clock_wires.png
Scale bar: 50 um.
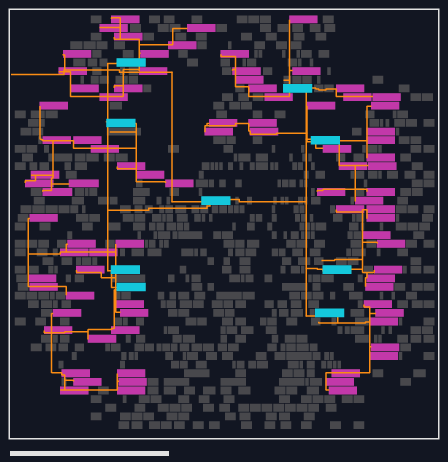
route_heat.png
27 x 27 tiles, from dark blue (low) to red (high), scaled to the fullest tile. Values are wire area over tile area, all layers added.
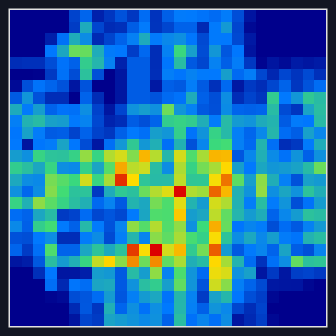
clock_nets.png
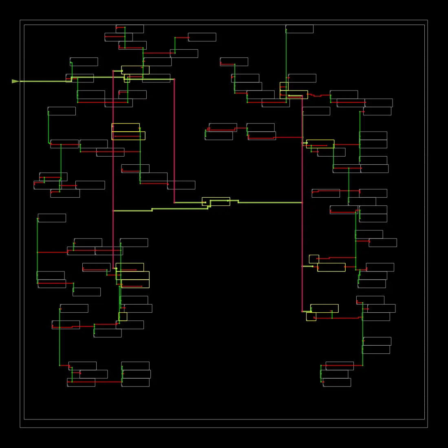
class_map.png
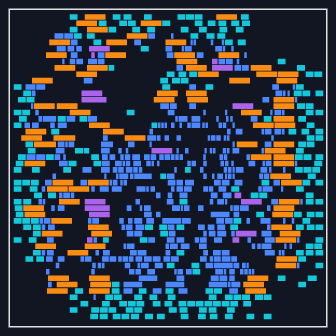
<file path="config.mk">
export PLATFORM = sky130hd
export DESIGN_NAME = cprv_writeback
export DESIGN_NICKNAME = d
export VERILOG_FILES = /design/src/rtl/cprv_writeback.sv
export SDC_FILE = /design/constraint.sdc
export NUM_CORES = 1
export LEC_CHECK = 0
export CAP_MARGIN = 20
export CORE_UTILIZATION = 30
export CTS_CLUSTER_SIZE = 10
export DETAILED_ROUTE_END_ITERATION = 6
export PLACE_DENSITY = 0.58
export SLEW_MARGIN = 25
export SYNTH_ARGS = -nofsm -noshare
export SYNTH_HDL_FRONTEND = slang
export SYNTH_SLANG_ARGS = --single-unit
</file>
<file path="constraint.sdc">
create_clock -name clk -period 5.04 [get_ports clk]
set_input_delay 1.008 -clock clk [delete_from_list [all_inputs] [get_ports clk]]
set_output_delay 1.008 -clock clk [all_outputs]
set_load 0.005 [all_outputs]
</file>
<file path="src/rtl/cprv_writeback.sv">
// Writeback stage: registers ALU results into the register-file write port and
// sequences a single outstanding load through extraction, extension and alignment checks.
module cprv_writeback #(
  parameter int DATA_WIDTH    = 64,
  parameter int REGADDR_WIDTH = 5
) (
  input  logic                     clk,
  input  logic                     rst_n,
  input  logic                     ex_valid,
  output logic                     ex_ready,
  input  logic [REGADDR_WIDTH-1:0] ex_rd_addr,
  input  logic                     ex_rd_we,
  input  logic                     ex_is_load,
  input  logic [2:0]               ex_funct3,
  input  logic [2:0]               ex_addr_lo,
  input  logic [DATA_WIDTH-1:0]    ex_result,
  input  logic                     mem_rvalid,
  input  logic [DATA_WIDTH-1:0]    mem_rdata,
  output logic [REGADDR_WIDTH-1:0] rd_addr,
  output logic                     rd_en,
  output logic [DATA_WIDTH-1:0]    rd_data,
  output logic                     wb_busy,
  output logic                     err_misalign,
  output logic                     err_spurious
);

  typedef enum logic {IDLE, LOAD_WAIT} state_e;

  typedef struct packed {
    logic [REGADDR_WIDTH-1:0] rd;
    logic                     we;
    logic [2:0]               f3;
    logic [2:0]               lo;
  } ld_ctx_t;

  state_e                   state_q, state_d;
  ld_ctx_t                  ld_q, ld_d;
  logic                     rd_en_q, rd_en_d;
  logic [REGADDR_WIDTH-1:0] rd_addr_q, rd_addr_d;
  logic [DATA_WIDTH-1:0]    rd_data_q, rd_data_d;
  logic                     err_mis_q, err_mis_d;
  logic                     err_spu_q, err_spu_d;

  logic                     accept;
  logic [DATA_WIDTH-1:0]    lane;
  logic [DATA_WIDTH-1:0]    ld_ext;
  logic                     ld_mis;

  assign ex_ready = (state_q == IDLE);
  assign accept   = ex_valid & ex_ready;

  // Pending-load lane extraction and extension; funct3 111 falls into the LD arm.
  always_comb begin
    lane = mem_rdata >> {ld_q.lo, 3'b000};
    case (ld_q.f3)
      3'b000:  ld_ext = {{(DATA_WIDTH-8){lane[7]}},   lane[7:0]};
      3'b001:  ld_ext = {{(DATA_WIDTH-16){lane[15]}}, lane[15:0]};
      3'b010:  ld_ext = {{(DATA_WIDTH-32){lane[31]}}, lane[31:0]};
      3'b100:  ld_ext = {{(DATA_WIDTH-8){1'b0}},      lane[7:0]};
      3'b101:  ld_ext = {{(DATA_WIDTH-16){1'b0}},     lane[15:0]};
      3'b110:  ld_ext = {{(DATA_WIDTH-32){1'b0}},     lane[31:0]};
      default: ld_ext = lane;
    endcase
    case (ld_q.f3[1:0])
      2'b01:   ld_mis = ld_q.lo[0];
      2'b10:   ld_mis = (ld_q.lo[1:0] != 2'b00);
      2'b11:   ld_mis = (ld_q.lo != 3'b000);
      default: ld_mis = 1'b0;
    endcase
  end

  always_comb begin
    state_d   = state_q;
    ld_d      = ld_q;
    rd_en_d   = 1'b0;
    rd_addr_d = '0;
    rd_data_d = '0;
    err_mis_d = err_mis_q;
    err_spu_d = err_spu_q;
    case (state_q)
      IDLE: begin
        if (mem_rvalid) err_spu_d = 1'b1;
        if (accept) begin
          if (ex_is_load) begin
            ld_d    = '{rd: ex_rd_addr, we: ex_rd_we, f3: ex_funct3, lo: ex_addr_lo};
            state_d = LOAD_WAIT;
          end else if (ex_rd_we && ex_rd_addr != '0) begin
            rd_en_d   = 1'b1;
            rd_addr_d = ex_rd_addr;
            rd_data_d = ex_result;
          end
        end
      end
      LOAD_WAIT: begin
        if (mem_rvalid) begin
          state_d = IDLE;
          if (ld_mis) begin
            err_mis_d = 1'b1;
          end else if (ld_q.we && ld_q.rd != '0) begin
            rd_en_d   = 1'b1;
            rd_addr_d = ld_q.rd;
            rd_data_d = ld_ext;
          end
        end
      end
      default: state_d = IDLE;
    endcase
  end

  always_ff @(posedge clk or negedge rst_n) begin
    if (!rst_n) begin
      state_q   <= IDLE;
      ld_q      <= '0;
      rd_en_q   <= 1'b0;
      rd_addr_q <= '0;
      rd_data_q <= '0;
      err_mis_q <= 1'b0;
      err_spu_q <= 1'b0;
    end else begin
      state_q   <= state_d;
      ld_q      <= ld_d;
      rd_en_q   <= rd_en_d;
      rd_addr_q <= rd_addr_d;
      rd_data_q <= rd_data_d;
      err_mis_q <= err_mis_d;
      err_spu_q <= err_spu_d;
    end
  end

  assign rd_en        = rd_en_q;
  assign rd_addr      = rd_addr_q;
  assign rd_data      = rd_data_q;
  assign wb_busy      = (state_q == LOAD_WAIT);
  assign err_misalign = err_mis_q;
  assign err_spurious = err_spu_q;

endmodule

</file>
==> qor.txt <==
Worst-Margin Slew: 1.03 ns
Diode count: 0
Leading cell kind: combinational gates
Top FF cell, synth: dfrtp_1
Clk buf depth: 2
Hold Path Sink: err_spurious$_DFFE_PN0P_
Critical path depth: 6
Crit. End Element: flip-flop
Pwr/cell area: 317 mW/mm^2
Max frequency: 311 MHz
CTS buffer count: 9
Vertical die size: 135 um
Shortest period the worst path allows: 3.21 ns
Tap cells: 225
Slowest CP cell: dfrtp_2
Flop2flop setup slack: 1.83 ns
Area post-placement: 0.00752 mm^2
Leakage: 3.15 nW
Fraction of cell area in non-clock buffers: 28.4%
Status: completed
CP Launch Type: flip-flop
Hold path depth: 1
Area delta synth->final: 48.1%
Largest net degree at the start of global routing: 86
Logic share of the area: 36.6%
Netlist Area Pre-Place: 0.00530 mm^2
Reg2reg start: ld_q[1]$_DFFE_PN0P_
Number of logic gates: 388
Critical path required time: 5.29 ns
GP Congestion: 0.946
Top Ports: 219
Relative slew slack: 31.0%
Signal inverters: 2
Post-synth top cells: dfrtp_1 (85), nand2_1 (76), o21ai_0 (56)
Clk root buf: clkbuf_16
Top post-synthesis cells by area: dfrtp_1 (40%), mux2i_1 (7.2%), mux2_2 (6.4%), nand2_1 (5.4%), o21ai_0 (5.3%)
Yosys stat cell total: 529
Net Count, Synth: 674
Share of layout cells above drive strength 1: 14.8%
Depth of the CTS H-tree: 3
DR iter-0 viols: 245
Vias in the first global route: 5124
Die area: 0.0182 mm^2
Start point of the critical path: ld_q[1]$_DFFE_PN0P_
# port buffers: 218
Synth warn: 0
Worst Skew: 0.00554 ns
CTS resizes: 0
Core ar.: 0.0173 mm^2
Vias per Instance: 5.26
Max Cap Viol: 0
Maximum VDD drop: 0.000197 V
# DRC: 0
Worst reg2reg endpoint: rd_data[56]$_DFF_PN0_
Endpoints failing hold: 0
Final Max-Slew Violation Tally: 0
WP data arrival: 3.46 ns
Post-route cell area: 0.00784 mm^2
Top-area cell share: 40.2%
Initial core utilization: 30.6%
Synth Instances: 529
Overall power: 2.48 mW
Hold Crit Class: flip-flop to flip-flop
Remaining antenna violation count: 0
First-pass GRT wire length: 29.4 mm
Delay-heaviest family, CP: flip-flops
Asr flop ratio synth: 100%
Yosys top cell by area: dfrtp_1
# Post-CTS Setup Buffers: 0
Synth top cell by count: dfrtp_1
Die X-Extent: 135 um
Unrepaired setup endpoints after global routing: false
Post-CTS Hold Fix Bufs: 0
Initial antenna violation count: 0
Critical path cell sequence: or2_1 > o21ai_0 > a211oi_1 > nor4_4 > buf_4 > o31ai_1
Nets: 855
Worst reg2reg path depth: 6
About clock_wires.png:
[clock wires] orange | length: 1140 um
[clock-net drivers] cyan | count: 9
[flip-flops] magenta | count: 85
flops lie: all over the die

About route_heat.png:
mean over tiles: 0.17
densest ninth of the die: centre
emptiest ninth of the die: upper right
fullest tile: 0.61
nearly empty tiles: 12%
tiles over half the peak: 13%
Routed WL: 19.1 mm
GRT Total Usage: 21.5%
routed vias: 4944
per-cell routed wire length: 20.4 um

About clock_nets.png:
number of clock buffers in the layout: 9
Num Clock Sinks: 85
Late-Pin Clk Latency: 0.35 ns

About class_map.png:
[remaining buffers and delay cells] cyan | cells: 224
[remaining logic cells] blue | cells: 390
[clock drivers and dummy loads] purple | cells: 16
[registers] orange | cells: 85
Core Rows: 48
sequential cell area share: 27.2%
fin util: 45.3%

-- worst register-to-register path, delay by kind of cell (launching register included) --
kind                   cells  cell delay [ns]
AOI/OAI and AO/OA          3             1.03
buffers and inverters      1             0.31
and+or+nand+nor            2             0.77
DFF                        1             1.01
-- registers in the layout (all words and copies together), names as in the netlist --
name	count
err_misalign	1
rd_addr	5
wb_busy	1
ld_q	12
rd_en	1
rd_data	64
err_spurious	1
-- kinds of logic after synthesis --
kind of cell | share of synthesized area (%)
and+or+nand+nor | 10.6
muxes | 16.8
DFF | 40.2
AOI/OAI and AO/OA | 26.7
buffers and inverters | 5.74
-- per-layer routing --
layer  global-route usage [%]  vias to the layer above  routed length [um]
met4                     8.99                        0                 609
met2                     35.5                      196                9090
met3                     4.47                       35                1230
li1                         -                     2332                   -
met5                        0                        -                   0
met1                     27.4                     2381                8220
-- cells in the final DEF, fill, tap and decap left out, types with 3 or more instances in the layout --
master and instances:
clkdlybuf4s50_1 217, dfrtp_1 83, nand2_1 76, o21ai_0 56, mux2i_1 38, mux2_2 30, o21ai_2 24, a32oi_1 15
a2bb2oi_1 15, nor2_1 14, o211ai_1 9, a21oi_1 9, clkbuf_16 9, o22ai_1 8, and2_1 8, o21a_1 8
o22a_1 7, mux4_2 7, a211o_1 7, o221a_2 6, o31ai_2 6, buf_4 6, nand2b_1 5, a22o_1 5
o31ai_1 3, nand3_1 3, a211oi_1 3, nor2b_1 3
-- where the power goes --
group	leakage, nW	switching (mW)	internal (mW)
registers	1.13	0.0922	0.739
logic	1.87	0.491	0.442
clock network	0.152	0.282	0.436
total	3.15	0.866	1.62
No activity file was given, so power comes from the tool's default toggle rates.
